==> config.mk <==
export PLATFORM = sky130hd
export DESIGN_NAME = mod_counter_sync
export DESIGN_NICKNAME = d
export VERILOG_FILES = /design/src/rtl/mod_counter_sync.sv
export SDC_FILE = /design/constraint.sdc
export NUM_CORES = 1
export LEC_CHECK = 0
export CAP_MARGIN = 20
export CORE_AREA = 2 2 39 41
export CTS_CLUSTER_SIZE = 28
export DETAILED_ROUTE_END_ITERATION = 16
export DIE_AREA = 0 0 41 43
export PLACE_DENSITY = 0.77
export SLEW_MARGIN = 10
export SYNTH_ARGS = -nofsm -noshare
export SYNTH_HDL_FRONTEND = slang
export SYNTH_SLANG_ARGS = --single-unit
==> constraint.sdc <==
create_clock -name clk -period 2.9 [get_ports clk]
set_input_delay 0.58 -clock clk [delete_from_list [all_inputs] [get_ports clk]]
set_output_delay 0.58 -clock clk [all_outputs]
set_load 0.01 [all_outputs]
==> src/rtl/mod_counter_sync.sv <==
// mod_counter_sync: parametrised up/down modulo counter with load, cascade tc, sticky wrap flag; Gray output enabled by MOD_COUNTER_GRAY_EN
module mod_counter_sync #(
  parameter int unsigned WIDTH = 4,
  parameter longint unsigned MODULUS = 16
) (
  input  logic             clk,
  input  logic             rst,
  input  logic             en,
  input  logic             up,
  input  logic             load,
  input  logic [WIDTH-1:0] d,
  input  logic             clr_ovf,
  output logic [WIDTH-1:0] q,
  output logic             msb,
  output logic             tc,
  output logic             ovf,
  output logic [WIDTH-1:0] q_gray
);
  localparam logic [WIDTH:0] MAXV = (WIDTH+1)'(MODULUS - 1);
  logic [WIDTH:0] qx, dx;
  logic [WIDTH-1:0] q_next;
  logic wrap;
  // next count at WIDTH+1 bits so MODULUS = 2^WIDTH never aliases
  always_comb begin
    qx = {1'b0, q};
    dx = {1'b0, d};
    tc = en & (up ? qx == MAXV : qx == '0);
    wrap = tc & ~load;
    q_next = WIDTH'(load ? (dx > MAXV ? MAXV : dx) :
                    en ? (tc ? (up ? '0 : MAXV) : (up ? qx + 1'b1 : qx - 1'b1)) : qx);
  end
  assign msb = q[WIDTH-1];
  // count register and sticky wrap flag; a wrap beats clr_ovf
  always_ff @(posedge clk or posedge rst)
    if (rst) begin
      q <= '0;
      ovf <= 1'b0;
    end else begin
      q <= q_next;
      ovf <= wrap | (ovf & ~clr_ovf);
    end
`ifdef MOD_COUNTER_GRAY_EN
  // Gray image of the next count, so it never lags q
  always_ff @(posedge clk or posedge rst)
    if (rst) q_gray <= '0;
    else q_gray <= q_next ^ (q_next >> 1);
`else
  assign q_gray = '0;
`endif
endmodule
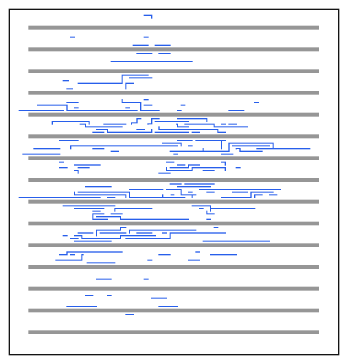
(the metal 1 layer)
(8 px per µm) Supply wires on this layer in grey.
The longest straight run is 13.3 µm. The layer carries 435 µm of wire. 68 nets have wire on it. The layer holds 43% of the routed length.
WL final: 1000 µm
total number of vias: 442
M1 GR Usage: 0.1848

==> qor.yml <==
comb_share: 0.4303
area_growth_pct: 40.22
grt_overflow: 0
num_antenna_cells: 0
setup-tns-final_ps: 0
critPathLaunchType: "primary input"
seq-cell-share: 0.1992
grt_util_all_layers: 0.1427
gp_congestion: 0.7927
netlist_area_um2: 447.9
logic_area_um2: 270.3
mostFrequentLayoutCell: "clkdlybuf4s50_1"
wl_met1_um: 434
numSynthFlops: 5
hold_class: "flip-flop to flip-flop"
fin_area_um2: 628.1
clk_share: 0.04183
cts_buffer_depth: 2
cts-hold-fix-buffers: 0
place.detailed.hpwl_um: 763.6
dr.max_layer_used: "met3"
cp.arrival_ps: 2190
final_layout_top_logic_cells: "clkdlybuf4s50_1, a21oi_1, inv_1, dfrtp_1, conb_1"
r2r-start: "q[2]"
drive_above_1_share: 0.1000
power_density_nw_per_um2: 456.4
fmax_ghz: 0.3613
numClockSinks: 5
fin_crit_sh: 0.9544
setup_viol: 0
place_area_um2: 601.8
die_x_um: 41
initial_core_util: 0.3237
instances_no_fill: 86
die_y_um: 43
drc: 0
worstHoldStart: "ovf"
regArea_um2: 125.1
post_cts_buffers: 0
required_ps: 2320
wl_per_cell_um: 11.63
antenna_found_initial: 0
finalHoldViolCount: 0
maxCapViolCount: 0
total_power_w: 0.0002867
rows: 14
openroad.warnings: 26
nonClkBufAreaFrac: 0.2669
htree_num_levels: 1
drtPass1Iterations: 4
r2r_slack_ps: 1080
inverters: 5
yosys_warnings: 0
fillers: 156
ys_area_um2: 447.9
cts_tree: "built"
whs_ps: 509.3
clk_latency_ps: 250
hold_path_depth: 1
busiest_layer: "met2"
io_buffers: 16
grt_pass1_vias: 426
reg2reg_to: "q[3]"
dieArea_um2: 1763
path_max_fanout: 6
syn_area_per_cell_um2: 8.452
n_all_buffers: 17
cts_root_buf: "clkbuf_4"
synthCells: 53
status: "complete, no violations"
ir_drop_mv: 0.2148
final_util: 0.4539
final_nets: 84
place_worst_setup_slack_ps: 148.6
use_met3: 0.03141
met2WireLength_um: 522
clock_skew_ps: 2.406
ys_seq_frac: 0.2793
n_tap_cell: 16
nMultiInputCombCells: 39
clk_pin_slew_ps: 50
fin_crit_ps: 2768
dp_cells: 82
flop-count: 5
worstSetupEndpoint: "tc"
nClkBuffers: 4
dominant_cells: "combinational gates"
vias_per_cell: 5.140
met3WireLength_um: 43
grt_pass1_wl_um: 1704
critical_path_class: "primary input to output port"
core-area_um2: 1384
grt_max_degree: 10
ys_types: 29
drtIter0Drc: 4
pin_count: 21
cp-end-kind: "output port"
worstRegToRegCells: 5
power.leakage_nw: 0.2705
post_cts_resized: 0
slew_viol_final: 0
hold_path_end: "ovf"
cts_inserted_buffers: 3
cp-startpoint: "up"
layout_setup_ws_ps: 132.3
ant_nets: 0
yosysCellCount: 53
rsz0062_at_grt: "false"
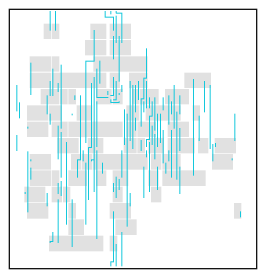
(the metal 2 layer)
(6 px per µm) Cells faint in the background.
The layer holds 52% of the routed length. The layer carries 522 µm of wire.
grt met2 use: 0.2094

## cell usage after synthesis
master | n | share of area
a21oi_1 | 7 | 0.078
buf_4 | 5 | 0.084
dfrtp_1 | 5 | 0.28
inv_1 | 5 | 0.042
clkbuf_1 | 2 | 0.017
ha_1 | 2 | 0.056
nand2_1 | 2 | 0.017
nor3_1 | 2 | 0.022
nor3b_1 | 2 | 0.034
o21ai_0 | 2 | 0.022
a2111oi_0 | 1 | 0.020
a22o_1 | 1 | 0.020
and2_1 | 1 | 0.014
and3_1 | 1 | 0.014
and3_2 | 1 | 0.017
and3_4 | 1 | 0.025
and4_1 | 1 | 0.020
conb_1 | 1 | 0.0084
fa_1 | 1 | 0.045
nand3_1 | 1 | 0.011
nand3_2 | 1 | 0.022
nand4_1 | 1 | 0.014
nor2_1 | 1 | 0.0084
o21ai_1 | 1 | 0.011
o2bb2ai_1 | 1 | 0.020
o31ai_1 | 1 | 0.017
o41a_1 | 1 | 0.025
xnor2_1 | 1 | 0.020
xor2_1 | 1 | 0.020
## report_power, final
part           internal [W]  switching [W]
Clock             0.0000522      0.0000310
Sequential        0.0000786      0.0000147
Combinational     0.0000608      0.0000494
Total              0.000192      0.0000951
## registers in the layout, indices dropped and copies added (netlist names)
name / count
ovf: 1
q: 4
## kinds of logic (layout without fill, tap and decap cells)
group / after synthesis / after routing / share of synthesized area
buffers and inverters: 12 / 26 / 0.1425
DFF: 5 / 5 / 0.2793
xor gates and xnor gates: 2 / 2 / 0.03911
AOI/OAI and AO/OA: 15 / 15 / 0.2123
and+or+nand+nor: 15 / 15 / 0.2179
adders and majority gates: 3 / 3 / 0.1006
other: 1 / 4 / 0.008372
## critical path: stages
cell and delay (ps):
clkdlybuf4s50_1 560, nand4_1 120, o2bb2ai_1 210, and2_1 170, clkdlybuf4s50_1 540
